--- config.mk ---
export PLATFORM = sky130hd
export DESIGN_NAME = seg_scan_ctrl
export DESIGN_NICKNAME = d
export VERILOG_FILES = /design/src/rtl/seg_scan_ctrl.sv
export SDC_FILE = /design/constraint.sdc
export NUM_CORES = 1
export LEC_CHECK = 0
export CORE_MARGIN = 2
export CORE_UTILIZATION = 45
export DETAILED_ROUTE_END_ITERATION = 7
export PLACE_DENSITY = 0.71
export REMOVE_ABC_BUFFERS = 1
export SYNTH_ARGS = -nofsm -noshare
export SYNTH_HDL_FRONTEND = slang
export SYNTH_SLANG_ARGS = --single-unit
--- constraint.sdc ---
create_clock -name clk -period 1.9 [get_ports clk]
set_input_delay 0.38 -clock clk [delete_from_list [all_inputs] [get_ports clk]]
set_output_delay 0.38 -clock clk [all_outputs]
set_load 0.005 [all_outputs]
--- src/rtl/seg_scan_ctrl.sv ---
// Time-multiplexed scan controller for a 4-digit common-anode 7-segment display.
// Frame-synchronous buffered updates, guard-time blanking, leading-zero blanking and per-digit blink.
module seg_scan_ctrl #(
    parameter int DIV          = 50000,
    parameter int GUARD        = 500,
    parameter int BLINK_FRAMES = 64
) (
    input  logic       clk,
    input  logic       rst_n,
    input  logic [7:0] seg0,
    input  logic [7:0] seg1,
    input  logic [7:0] seg2,
    input  logic [7:0] seg3,
    input  logic       upd_valid,
    output logic       upd_ready,
    input  logic       blank_lz,
    input  logic [3:0] blink_en,
    output logic [3:0] an,
    output logic [7:0] seg,
    output logic       frame_tick
);

    localparam int PW = $clog2(DIV);
    localparam int FW = (BLINK_FRAMES > 1) ? $clog2(BLINK_FRAMES) : 1;
    localparam logic [PW-1:0] PRE_LAST  = PW'(DIV - 1);
    localparam logic [PW-1:0] GUARD_END = PW'(GUARD);
    localparam logic [FW-1:0] FRAME_LAST = FW'(BLINK_FRAMES - 1);

    logic [PW-1:0]   pre_reg;
    logic [1:0]      idx_reg;
    logic [3:0][7:0] active_reg;
    logic [3:0][7:0] pending_reg;
    logic            pending_full_reg;
    logic [FW-1:0]   frame_cnt_reg;
    logic            blink_phase_reg;
    logic [3:0]      an_reg;
    logic [7:0]      seg_reg;
    logic            frame_tick_reg;

    logic [3:0]      an_next;
    logic [7:0]      seg_next;
    logic [3:0]      blank;
    logic [3:0][7:0] disp;
    logic [3:0][7:0] seg_in;
    logic            wrap;
    logic            xfer;

    assign seg_in    = {seg3, seg2, seg1, seg0};
    assign wrap      = (idx_reg == 2'd3) && (pre_reg == PRE_LAST);
    assign upd_ready = !pending_full_reg;
    assign xfer      = upd_valid && !pending_full_reg;

    assign an         = an_reg;
    assign seg        = seg_reg;
    assign frame_tick = frame_tick_reg;

    // Leading-zero chain runs from the most significant digit down; digit0 always shows.
    assign blank[0] = 1'b0;
    assign blank[3] = blank_lz && (active_reg[3] == 8'hC0);
    generate
        for (genvar gi = 1; gi < 3; gi++) begin : g_lz
            assign blank[gi] = blank[gi+1] && (active_reg[gi] == 8'hC0);
        end
        for (genvar gi = 0; gi < 4; gi++) begin : g_disp
            assign disp[gi] = (blank[gi] || (blink_en[gi] && blink_phase_reg)) ? 8'hFF
                                                                               : active_reg[gi];
        end
    endgenerate

    always_comb begin
        an_next  = 4'hF;
        seg_next = 8'hFF;
        if (pre_reg >= GUARD_END) begin
            an_next  = ~(4'b0001 << idx_reg);
            seg_next = disp[idx_reg];
        end
    end

    always_ff @(posedge clk or negedge rst_n) begin
        if (!rst_n) begin
            pre_reg <= '0;
            idx_reg <= 2'd0;
        end else if (pre_reg == PRE_LAST) begin
            pre_reg <= '0;
            idx_reg <= idx_reg + 2'd1;
        end else begin
            pre_reg <= pre_reg + PW'(1);
        end
    end

    always_ff @(posedge clk or negedge rst_n) begin
        if (!rst_n) begin
            frame_cnt_reg   <= '0;
            blink_phase_reg <= 1'b0;
            frame_tick_reg  <= 1'b0;
        end else begin
            frame_tick_reg <= wrap;
            if (wrap) begin
                if (frame_cnt_reg == FRAME_LAST) begin
                    frame_cnt_reg   <= '0;
                    blink_phase_reg <= !blink_phase_reg;
                end else begin
                    frame_cnt_reg <= frame_cnt_reg + FW'(1);
                end
            end
        end
    end

    // Active only changes on the frame boundary; an update accepted in that very cycle skips pending.
    always_ff @(posedge clk or negedge rst_n) begin
        if (!rst_n) begin
            active_reg       <= {4{8'hFF}};
            pending_reg      <= {4{8'hFF}};
            pending_full_reg <= 1'b0;
        end else if (wrap && pending_full_reg) begin
            active_reg       <= pending_reg;
            pending_full_reg <= 1'b0;
        end else if (wrap && xfer) begin
            active_reg <= seg_in;
        end else if (xfer) begin
            pending_reg      <= seg_in;
            pending_full_reg <= 1'b1;
        end
    end

    always_ff @(posedge clk or negedge rst_n) begin
        if (!rst_n) begin
            an_reg  <= 4'hF;
            seg_reg <= 8'hFF;
        end else begin
            an_reg  <= an_next;
            seg_reg <= seg_next;
        end
    end

endmodule

Fig. 1: run 1, sequential cells colored by netlist name
Scale bar: 20 um.
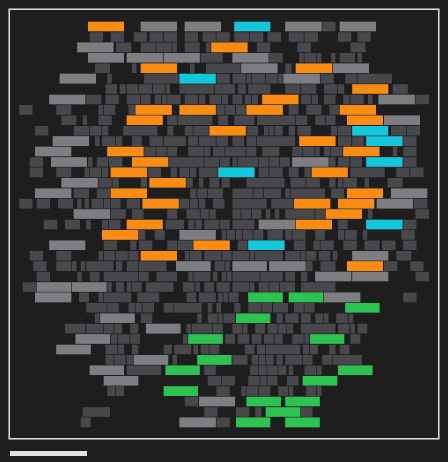
`active_reg`: marked orange, sequential cells 32. `pre_reg`: marked green, sequential cells 16. `seg`: marked cyan, sequential cells 8.
Another 47 sequential cells are not colored.
end-of-flow core utilization: 0.623
fraction of area in registers: 0.377
Sequential cell area: 2670 sq um
power of the sequential group: 2340 uW

Fig. 2: run 1, wiring by layer
Scale bar: 20 um. Only two layers are drawn.
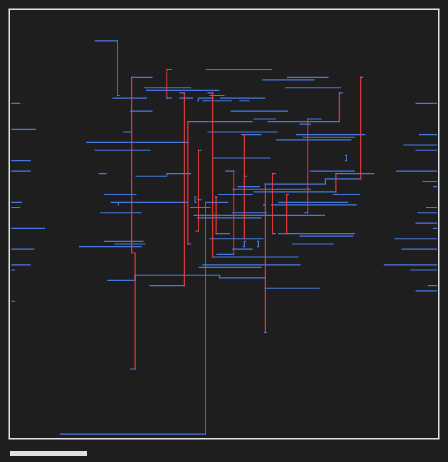
metal 4: marked red, wire length 492 um. metal 3: marked blue, wire length 1050 um.

Fig. 3: run 1, routing congestion map
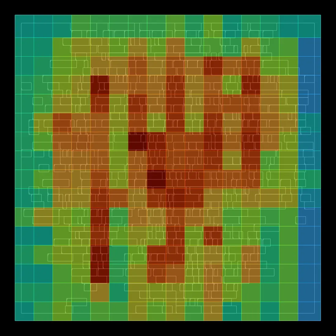
GR peak layer: met2
all-layer global routing usage: 0.222
wire per inst: 20.3 um

==> ds_physical_params.txt, run 1 <==
Physical implementation characteristics

Parameter                              Value

Power and ir drop
  Combinational cell power    233 uW
  Total internal power    3400 uW
  Total net switching power    970 uW
  Leakage component of the power    0.00298 uW
  PnR Total Power    4370 uW
  Switching share of power    0.222

Routing
  Number of DRC violations after detailed-routing iteration 0    343
  Number of optimization iterations in the first detailed-route pass    5
  Via-to-Cell Ratio    6.18

CTS
  Quantity of gates resized following cts    18
  TritonCTS buffer count    9
  Number of clock sinks seen by CTS    103

Placed design
  Area after detailed placement    6310 sq um
  Count of placed standard cells including taps    691
  Routability congestion estimate    0.924

Worst setup path
  End point of the critical path    seg[2]$_DFF_PN1_
  Stages on worst setup path    4
  Source of the critical timing path    active_reg[31]$_DFFE_PN1P_
  WP data required    2160 ps
  Sort of element at the start of the critical path    flip-flop
  Worst R2R Start    active_reg[31]$_DFFE_PN1P_
  Cell Chain, Critical Path    or4b_4 -> or4b_4 -> and3_4 -> o32ai_4
  Flop2flop setup slack    -130 ps
  Library cell appearing most often on the critical path    or4b_4
  Library cell contributing the largest single delay on the critical path    or4b_4
  Peak fanout along the critical path    6

Synthesis
  Yosys warns    0
  Average footprint of a synthesized cell    11.2 sq um
  Fraction of registers with async set/reset    1.00
  Number of synthesized flops with an enable pin    0
  Most frequently used cell type in the post-synthesis netlist    dfstp_2
  Count of distinct cell types in the synthesized netlist    49
  Syn Inst Count    467
  Post-synth top flop    dfstp_2

Timing
  Pins over their slew limit    0
  Top achievable clock speed    491 MHz
  Final setup fails    36
  Slew at the pin with the worst max-slew slack    736 ps
  Smallest setup slack after layout    -135 ps
  Final period util    1.07
  Headroom to the max-slew limit    0.496

Layout
  Clock buffer instance count of the final layout    12
  Sequential cell count    103
  Count of non-filler cells in the finished layout    727

Die
  Rows    39
  Die Y-Extent    112 um
  Die x size    112 um

Hold path
  Hold crit path type    primary input to asynchronous set/reset pin

Run
  OpenROAD warning count    34
  Maximum Capacitance Violations    0

Global routing
  Vias in the first global route    4351

Run status
  Violated checks    setup timing
  Status    complete, but fails checks
==> run 1: logic make-up after synthesis <==
family / Yosys count / synth area share
and+or+nand+nor: 117 / 0.126
AOI/OAI and AO/OA: 115 / 0.185
DFF: 103 / 0.511
buffers and inverters: 75 / 0.0608
muxes: 34 / 0.0733
xor gates and xnor gates: 16 / 0.0268
adders and majority gates: 7 / 0.0168
==> run 1: worst register-to-register path: stages (launching register included) <==
cell and delay [ps]:
dfstp_2 530, or4b_4 470, or4b_4 590, and3_4 200, o32ai_4 150
==> run 1: per-layer routing <==
metal / vias to the layer above / GRT usage / routed length [um]
li1: 1998 / - / -
met1: 2268 / 0.310 / 6400
met2: 185 / 0.337 / 6830
met3: 43 / 0.0463 / 1050
met4: 0 / 0.0971 / 491
met5: - / 0 / 0
==> run 2, diff against run 1 <==
--- a/config.mk
+++ b/config.mk
@@ -5,6 +5,7 @@
 export SDC_FILE = /design/constraint.sdc
 export NUM_CORES = 1
 export LEC_CHECK = 0
+export CAP_MARGIN = 40
 export CORE_MARGIN = 2
 export CORE_UTILIZATION = 45
 export DETAILED_ROUTE_END_ITERATION = 7
Fig. 4: run 2, selected gate families
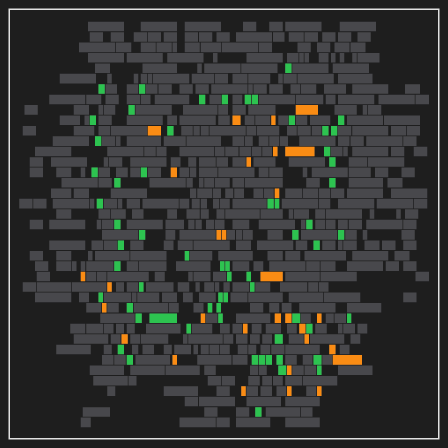
NAND gates: marked green, cells 63. NOR gates: marked orange, cells 30.

==> run 2 against run 1 <==
First-iteration DRC count grew 18%. Critical path depth did not move. Cell count is 0.14% lower. Clock power increased by 17%. Maximum frequency down 1.2%. Global-route usage up 0.17 points. Flip-flop count is the same. Largest cell class unchanged. Sequential share of layout area decreased by 0.32 points. Clock skew is 3.0 ps lower. Clock-buffer cell count did not move. The flow still finishes with violations (setup timing).
==> ds_physical_params.txt, run 2 <==
Physical implementation characteristics

Parameter                              Value

Layout
  Number of non-clock inverters in the layout    41
  End-of-flow core utilization    0.628 (+0.00528)
  Fraction of area in registers    0.374 (-0.00317)
  Clock buffer instance count of the final layout    12 (unchanged)
  Number of nets at the end of the flow    625
  Sequential cell count    103 (unchanged)
  Largest contributor to cell area by class    registers
  Sequential cell area    2670 sq um (unchanged)
  Count of non-filler cells in the finished layout    726 (-0.14%)
  Share of the final layout cell area in multi-input gates    0.341

Routing
  Number of DRC violations after detailed-routing iteration 0    404 (+18%)
  Post-route ant nets    0
  Number of optimization iterations in the first detailed-route pass    5 (unchanged)
  # DRC    0
  Via-to-Cell Ratio    6.25 (+1.1%)
  Wire per inst    20.8 um (+2.2%)

Synthesis
  Yosys warns    0 (unchanged)
  Syn Inst Count    467 (unchanged)
  Post-synth top flop    dfstp_2
  Number of synthesized flops with an enable pin    0 (unchanged)
  Cell Area, Synth    5230 sq um
  Fraction of registers with async set/reset    1.00 (unchanged)
  Most frequently used cell type in the post-synthesis netlist    dfstp_2
  Leading cell types by count after synthesis    dfstp_2, nand3_1, inv_1, mux2_2, o41ai_1
  Average footprint of a synthesized cell    11.2 sq um (unchanged)
  Count of distinct cell types in the synthesized netlist    49 (unchanged)

Global routing
  Antenna violations before repair    0
  All-layer global routing usage    0.224 (+0.00172)
  Vias in the first global route    4319 (-0.74%)
  Grt total ovfl    0
  Pin count of the biggest net entering global routing    104

Timing
  Headroom to the max-slew limit    0.552 (+0.0560)
  Top achievable clock speed    486 MHz (-1.2%)
  Smallest setup slack after layout    -159 ps (-24.2 ps)
  Pins over their slew limit    0 (unchanged)
  Tightest hold margin    45.4 ps
  Maximum clock skew at final layout    7.14 ps
  Final setup fails    30 (-17%)
  Slew at the pin with the worst max-slew slack    655 ps (-81.8 ps)
  Final period util    1.08 (+0.0127)

Worst setup path
  Worst Reg2Reg Path Length in Cells    4
  Sort of element at the start of the critical path    flip-flop
  Peak fanout along the critical path    6 (unchanged)
  Largest stage delay, worst path    540 ps
  Source of the critical timing path    active_reg[31]$_DFFE_PN1P_
  Flop2flop setup slack    -160 ps (-20 ps)
  Library cell appearing most often on the critical path    or4b_4
  Crit-path leading delay family    simple AND/OR/NAND/NOR gates
  Stages on worst setup path    4 (unchanged)
  Library cell contributing the largest single delay on the critical path    or4b_4
  Cell Chain, Critical Path    or4b_4 -> or4b_4 -> and3_1 -> o32ai_2
  End point of the critical path    seg[0]$_DFF_PN1_
  R2R Path End    seg[0]$_DFF_PN1_
  WP data required    2160 ps (about the same)
  Worst R2R Start    active_reg[31]$_DFFE_PN1P_
  Buffer and inverter count on the worst path    0

Power and ir drop
  Sequential share of power    0.500
  Clock share of power    0.450
  PnR Total Power    4680 uW (+7.2%)
  Combinational cell power    238 uW (+2%)
  Switching share of power    0.208 (-0.0135)
  Power of the sequential group    2340 uW (about the same)
  Total net switching power    976 uW (+0.64%)
  Leakage component of the power    0.00304 uW (+2.1%)
  Total internal power    3710 uW (+9.0%)

Hold path
  Hold crit path type    primary input to asynchronous set/reset pin

Die
  Die x size    112 um (unchanged)
  Rows    39 (unchanged)
  Die Y-Extent    112 um (unchanged)
  Floorplan Utilization    0.460
  Boundary pin count    54

Placed design
  Area after detailed placement    6320 sq um (+0.18%)
  Routability congestion estimate    0.924 (unchanged)
  Total half-perimeter wirelength after legalization and detailed placement    8860 um
  Count of placed standard cells including taps    692 (+0.14%)

CTS
  Clk ins delay skew pair    360 ps
  TritonCTS buffer count    9 (unchanged)
  Post-CTS Setup Inserts    4
  Quantity of gates resized following cts    12 (-6)
  CTS clock-pin slew for the worst setup and hold paths    70 ps
  Number of clock sinks seen by CTS    103 (unchanged)
  Clock H-tree levels    3

Run status
  Status    complete, but fails checks
  Violated checks    setup timing

Run
  OpenROAD warning count    34 (unchanged)
  Maximum Capacitance Violations    0 (unchanged)
-- run 2: cell types whose count changed in the layout (fill, tap and decap cells not counted), sizes merged --
cell	change
clkinv	-1
clkinvlp	-1
bufinv	+2
buf	-1
-- run 2: cells by family after synthesis --
family / after synthesis / synth area share
AOI/OAI and AO/OA: 115 / 0.185
xor gates and xnor gates: 16 / 0.0268
buffers and inverters: 75 / 0.0608
muxes: 34 / 0.0733
adders and majority gates: 7 / 0.0168
DFF: 103 / 0.511
and+or+nand+nor: 117 / 0.126
-- run 2: layer usage --
metal,wire (um),global-route usage,vias up
met1,6440,0.310,2305
li1,-,-,2003
met3,1050,0.0392,26
met2,7240,0.349,202
met5,0,0,-
met4,340,0.0955,0
Power figures rest on the tool's default switching activity, not on a simulated workload.
